I/O pins on the die edge:
Pins as bars across the die edge, other pins in grey.
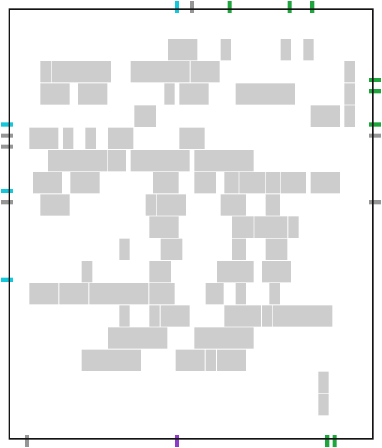
Routed clock nets over the placement:
Scale bar: 10 um.
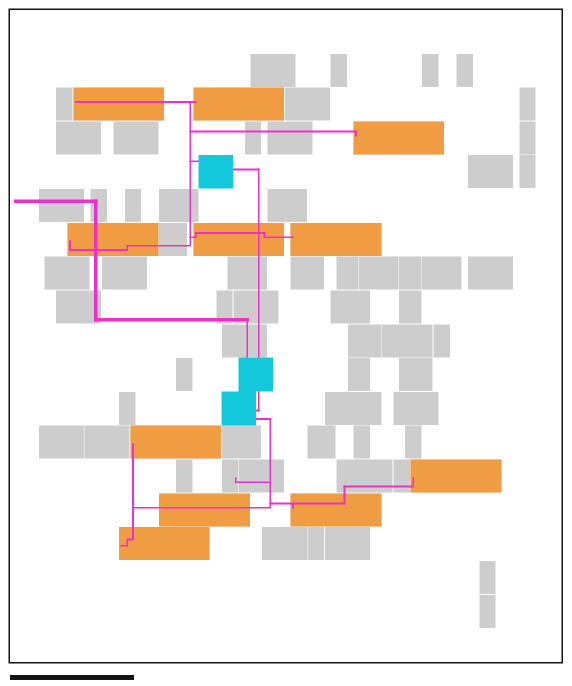
Routed metal, one colour a layer:
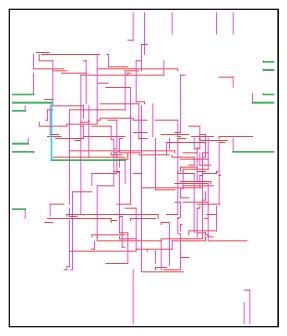
Cell outlines without signal wires:
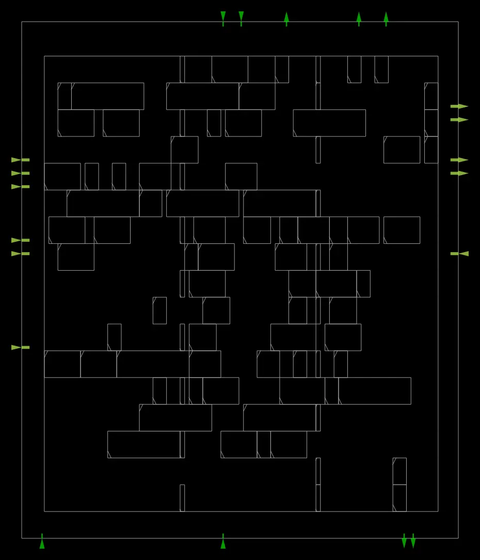
<file path="src/rtl/seq_pattern_detector.sv">
// Serial pattern detector: matches the last PAT_W valid bits against a run-time loadable pattern.
// Latency: detected is registered and high in the cycle after the edge that samples the final pattern bit.
// Backpressure: none; one bit accepted per clock whenever seq_valid is high.
// Optional saturating match counter is built when SEQ_PATTERN_DETECTOR_COUNT_EN is defined.
module seq_pattern_detector #(
    parameter int               PAT_W       = 4,
    parameter logic [PAT_W-1:0] PAT_DEFAULT = 4'b1010,
    parameter int               CNT_W       = 8
) (
    input  logic             clk,
    input  logic             reset,
    input  logic             seq,
    input  logic             seq_valid,
    input  logic             overlap,
    input  logic             pat_load,
    input  logic [PAT_W-1:0] pat_in,
    input  logic             cnt_clr,
    output logic             detected,
    output logic [CNT_W-1:0] match_count
);

    localparam int               FILL_W = $clog2(PAT_W + 1);
    localparam logic [FILL_W-1:0] FULL  = FILL_W'(PAT_W);

    logic [PAT_W-1:0]  pattern;
    logic [PAT_W-1:0]  hist;
    logic [FILL_W-1:0] fill;

    logic [PAT_W-1:0]  hist_next;
    logic [FILL_W-1:0] fill_next;
    logic              match;

    // Next history/fill for the bit on the wire, and whether it completes a match.
    // The fill gate keeps the cleared history from matching an all-zero pattern.
    always_comb begin
        hist_next = {hist[PAT_W-2:0], seq};
        fill_next = (fill == FULL) ? FULL : fill + FILL_W'(1);
        match     = seq_valid && !pat_load && (hist_next == pattern) && (fill_next == FULL);
    end

    // Pattern, history, fill and the registered match pulse.
    always_ff @(posedge clk) begin
        if (reset) begin
            pattern  <= PAT_DEFAULT;
            hist     <= '0;
            fill     <= '0;
            detected <= 1'b0;
        end else if (pat_load) begin
            pattern  <= pat_in;
            hist     <= '0;
            fill     <= '0;
            detected <= 1'b0;
        end else if (seq_valid) begin
            hist     <= hist_next;
            // Non-overlapping mode restarts the fill so the next match needs fresh bits.
            fill     <= (match && !overlap) ? '0 : fill_next;
            detected <= match;
        end else begin
            detected <= 1'b0;
        end
    end

`ifdef SEQ_PATTERN_DETECTOR_COUNT_EN
    localparam logic [CNT_W-1:0] CNT_MAX = '1;

    logic [CNT_W-1:0] cnt;

    // Saturating match counter; a clear wins over a simultaneous match.
    always_ff @(posedge clk) begin
        if (reset) begin
            cnt <= '0;
        end else if (cnt_clr) begin
            cnt <= '0;
        end else if (match && (cnt != CNT_MAX)) begin
            cnt <= cnt + CNT_W'(1);
        end
    end

    assign match_count = cnt;
`else
    logic unused_cnt_clr;

    assign unused_cnt_clr = cnt_clr;
    assign match_count    = '0;
`endif

endmodule

</file>
<file path="config.mk">
export PLATFORM = sky130hd
export DESIGN_NAME = seq_pattern_detector
export DESIGN_NICKNAME = d
export VERILOG_FILES = /design/src/rtl/seq_pattern_detector.sv
export SDC_FILE = /design/constraint.sdc
export NUM_CORES = 1
export LEC_CHECK = 0
export CORE_ASPECT_RATIO = 1.2
export CORE_MARGIN = 2
export CORE_UTILIZATION = 30
export CTS_CLUSTER_SIZE = 25
export DETAILED_ROUTE_END_ITERATION = 16
export PLACE_DENSITY_LB_ADDON = 0.1
export SETUP_SLACK_MARGIN = 0.05
export SYNTH_ARGS = -nofsm -noshare
export SYNTH_HDL_FRONTEND = slang
export SYNTH_SLANG_ARGS = --single-unit
</file>
<file path="constraint.sdc">
create_clock -name clk -period 2.2 [get_ports clk]
set_input_delay 0.22 -clock clk [delete_from_list [all_inputs] [get_ports clk]]
set_output_delay 0.22 -clock clk [all_outputs]
set_load 0.03 [all_outputs]
</file>
==> CHANGELOG.md <==
## Implementation

- Outcome: complete, no violations
- Synthesis area per yosys: 586.8 sq um
- Final WL: 962 um
- Crit-path leading delay family: simple AND/OR/NAND/NOR gates
- Top cell category: combinational gates
- CTS tree: done
- Post-synth ARST share: 0%
- Switching power total: 0.0001070 W
- Number of cells in Yosys stat: 64
- Die y size: 52.45 um
- Layout cells sized above 1: 8.108%
- Comb area: 306.5 sq um
- Ys flops: 11
- Sequential Power Share: 51.1%
- Flip-flops: 11
- Top-count cell post-synth: dfxtp_1
- H-tree Lvls: 1
- Final setup fails: 0
- Crit Path Category: flop to flop
- Arr. time, crit path: 1800 ps
- Largest net degree at the start of global routing: 10
- Boundary pin count: 20
- RePlAce Congestion: 0.7012
- # port buffers: 10
- Synth top cells by count: dfxtp_1, mux2i_1, buf_4
- Worst-path fanout max: 4
- Initial antenna violation count: 0
- PD cells: 593.4 nW/um^2
- Area delta synth->final: 17.91%
- Worst path cell trace: inv_1 > ha_1 > a21oi_1 > or4_1 > o31a_1
- Mapped cell area: 586.8 sq um
- CP endpoint kind: flop
- Avg Cell Area, Syn: 9.169 sq um
- Post-DR wirelength/cell: 10.34 um
- Pleak: 0.3121 nW
- Hold_sp: pattern[3]$_SDFFE_PP1P_
- Critical R2R Capture: fill[2]$_SDFFE_PP0P_
- Die footprint: 2327 sq um
- Worst Path Buf+Inv: 1
- Main flop type: dfxtp_1
- Register share after synthesis: 37.53%
- Gate power share: 15.8%
- First-pass GRT wire length: 1580 um
- Top post-synthesis cells by area: dfxtp_1, mux2i_1, buf_4
- Antenna viol nets, final: 0
- Worst Hold Class: flop to flop
- Post-CTS Setup Bufs: 0
- Vias in the first global route: 373
- Mux share: 15.35%
- Non-clk bufs: 10
- Fin. Hold Viols: 0
- Register clock-pin slew on the reported worst setup and hold paths: 70 ps
- Reg area: 220.2 sq um
- Worst hold slack: 500.2 ps
- Fmax: 609.2 MHz
- Longest Clk Path Bufs: 2
- Yosys top cell area share: 37.53%
- Residual DRC: 0
- Tool warning count: 28
- CTS Root Cell: clkbuf_4
- Clk cell area share: 3.797%
- Xor/xnor share of the synthesized area: 5.970%
- Seq/total area: 31.83%
- Worst Hold End: pattern[3]$_SDFFE_PP1P_
- Post-DR vias/cell: 4.333
- Antenna cells: 0
- Clock period minus worst slack: 1641 ps
- Ao+oa area frac: 7.463%
- Max Slew Vio Count: 0
- Synth Area in Simple Gates: 14.07%
- Crit-path max cell delay: 540 ps
- Crit-path slowest cell: or4_1
- Hold Path Depth: 2
- Comb_multi_in: 45
- Top non-seq family: multiplexers
- Signal buffers share of area: 14.47%
- CLK BUF: 4
- DRT Pass-1 Iters: 1
- Cell taking the most area after synthesis: dfxtp_1
- Die width: 44.38 um
- TNS Setup: 0 ps
- Inverters: 4
- Dpl hpwl: 776.2 um
- Req. time, crit path: 2360 ps
- TritonCTS Sinks: 11
- Final period util: 74.61%
- Post-synth EDFFs: 0
- Fillcell total: 203
- Slack of the worst reg-to-reg path: 560 ps
- DRT iter0 DRCs: 0
- Worst reg-to-reg path cell count: 5
- Synth Area in Adders: 4.264%
- Ys Warns: 0
- Max-Cap Viols: 0
- Post-synthesis cell type count: 21
- CTS resizes: 0
- # placed instances: 89
- Startpoint types: flop
- CTS Buf Count: 3
- Pint: 0.0003036 W
- Worst r2r src: fill[0]$_SDFFE_PP0P_
- Fin nets: 88
- Net Sw Frac: 26.06%
- Cells after synthesis: 64
- Multi-input combinational area share: 44.30%
- RSZ-0062 raised after global routing: no
- Worst vdd rail ir drop: 232.4 uV
- Fp util: 31.71%
- Grt ovf: 0
- Cts-stage hold buffer count: 0
Notes on 'I/O pins on the die edge' above:
[`match_count`] green | pins: 8 | direction: output | edge: 3 top, 3 right, 2 bottom
[`seq_valid`] purple | pins: 1 | direction: input | edge: bottom
[`pat_in`] cyan | pins: 4 | direction: input | edge: 3 left, 1 top
all pins by edge: 6 left, 5 right, 5 top, 4 bottom

Notes on 'routed clock nets over the placement' above:
[clock wires] magenta | length: 160 um
[clock drivers] cyan | count: 3
[flip-flops] orange | count: 11
routed clock nets: 4
clock network power: 0.000136 W
clk_lat worst skew: 260 ps
clock skew: 1.252 ps
Clock power frac: 33.1%

Notes on 'routed metal, one colour a layer' above:
[metal 2] magenta | wire length: 458 um
[metal 3] green | wire length: 47.1 um
[metal 1] red | wire length: 448 um
[metal 4] cyan | wire length: 9.50 um
Overall Global Routing Usage: 9.744%
via count: 403

Notes on 'cell outlines without signal wires' above:
Core Box Area: 1851 sq um
non-filler cells, final: 93
site row count: 17
tapcell count: 19

[worst max-delay path by stage]
stage	from	end	slack, ps	cells after the start
2_1_floorplan	fill[0]$_SDFFE_PP0P_	fill[2]$_SDFFE_PP0P_	660	5
3_3_place_gp	pat_load	fill[2]$_SDFFE_PP0P_	510	3
3_5_place_dp	pat_load	fill[2]$_SDFFE_PP0P_	500	3
4_1_cts	fill[0]$_SDFFE_PP0P_	fill[2]$_SDFFE_PP0P_	550	5
5_1_grt	fill[0]$_SDFFE_PP0P_	fill[2]$_SDFFE_PP0P_	520	5
6_report	fill[0]$_SDFFE_PP0P_	fill[2]$_SDFFE_PP0P_	560	5
[logic make-up (layout without fill, tap and decap cells)]
| kind of cell | Yosys count | in the layout |
|---|---|---|
| adders and majority gates | 2 | 2 |
| and+or+nand+nor | 16 | 16 |
| DFF | 11 | 11 |
| AOI/OAI and AO/OA | 6 | 6 |
| muxes | 9 | 9 |
| buffers and inverters | 15 | 18 |
| other | 1 | 8 |
| xor gates and xnor gates | 4 | 4 |
[worst min-delay path: cells and delay by family, from the launching register on]
family | cells | cell delay (ps)
flip-flops | 1 | 340
multiplexers | 1 | 70
AND/OR/NAND/NOR | 1 | 60
[placed cells by master, fill, tap and decap left out]
| master | count |
|---|---|
| dfxtp_1 | 11 |
| or3_1 | 1 |
| clkbuf_4 | 3 |
| mux2i_1 | 9 |
| clkdlybuf4s50_1 | 10 |
| a21o_2 | 1 |
| conb_1 | 8 |
| and4b_2 | 1 |
| nor2_1 | 7 |
| ha_1 | 2 |
| nor3_1 | 2 |
| nand3b_1 | 1 |
| o31a_1 | 1 |
| inv_1 | 4 |
| or4_1 | 1 |
| a21boi_0 | 1 |
| a21oi_1 | 2 |
| xor2_1 | 4 |
| nand2_1 | 2 |
| o2111ai_1 | 1 |
| or2_2 | 1 |
| clkbuf_1 | 1 |
[per-stage QoR]
stage | util, % | worst slack [ps] | total power [W] | area [sq um]
after CTS | 37.39 | 554.5 | 0.0004187 | 691.9
final | 37.39 | 558.5 | 0.0004106 | 691.9
after detailed placement | 35.97 | 502.4 | 0.0002804 | 665.6
after global routing | 37.39 | 520.0 | 0.0004349 | 691.9
after global placement | 35.97 | 513.3 | 0.0002802 | 665.6
after floorplan | - | 661.9 | 0.0002692 | 613.1
[flip-flops by register name, summed over array words and instances (netlist names)]
signal	cells
pattern	4
fill	3
hist	3
detected	1
[layer usage]
metal | global-route usage, % | routed length [um] | share of wire [%] | vias to the layer above
li1 | - | - | - | 214
met1 | 12.00 | 447 | 46 | 176
met2 | 14.46 | 458 | 48 | 11
met3 | 2.069 | 47 | 4.9 | 2
met4 | 7.576 | 9 | 0.94 | 0
met5 | 0 | 0 | 0 | -
[power groups by stage]
| stage | logic (W) | clock network (W) | registers, W |
|---|---|---|---|
| detailed placement | 0.0000658 | 0 | 0.000215 |
| floorplan | 0.0000558 | 0 | 0.000213 |
| CTS | 0.0000660 | 0.000143 | 0.000210 |
| finish | 0.0000649 | 0.000136 | 0.000210 |
| global placement | 0.0000656 | 0 | 0.000215 |
| global route | 0.0000714 | 0.000153 | 0.000211 |
Power figures rest on the tool's default switching activity, not on a simulated workload.
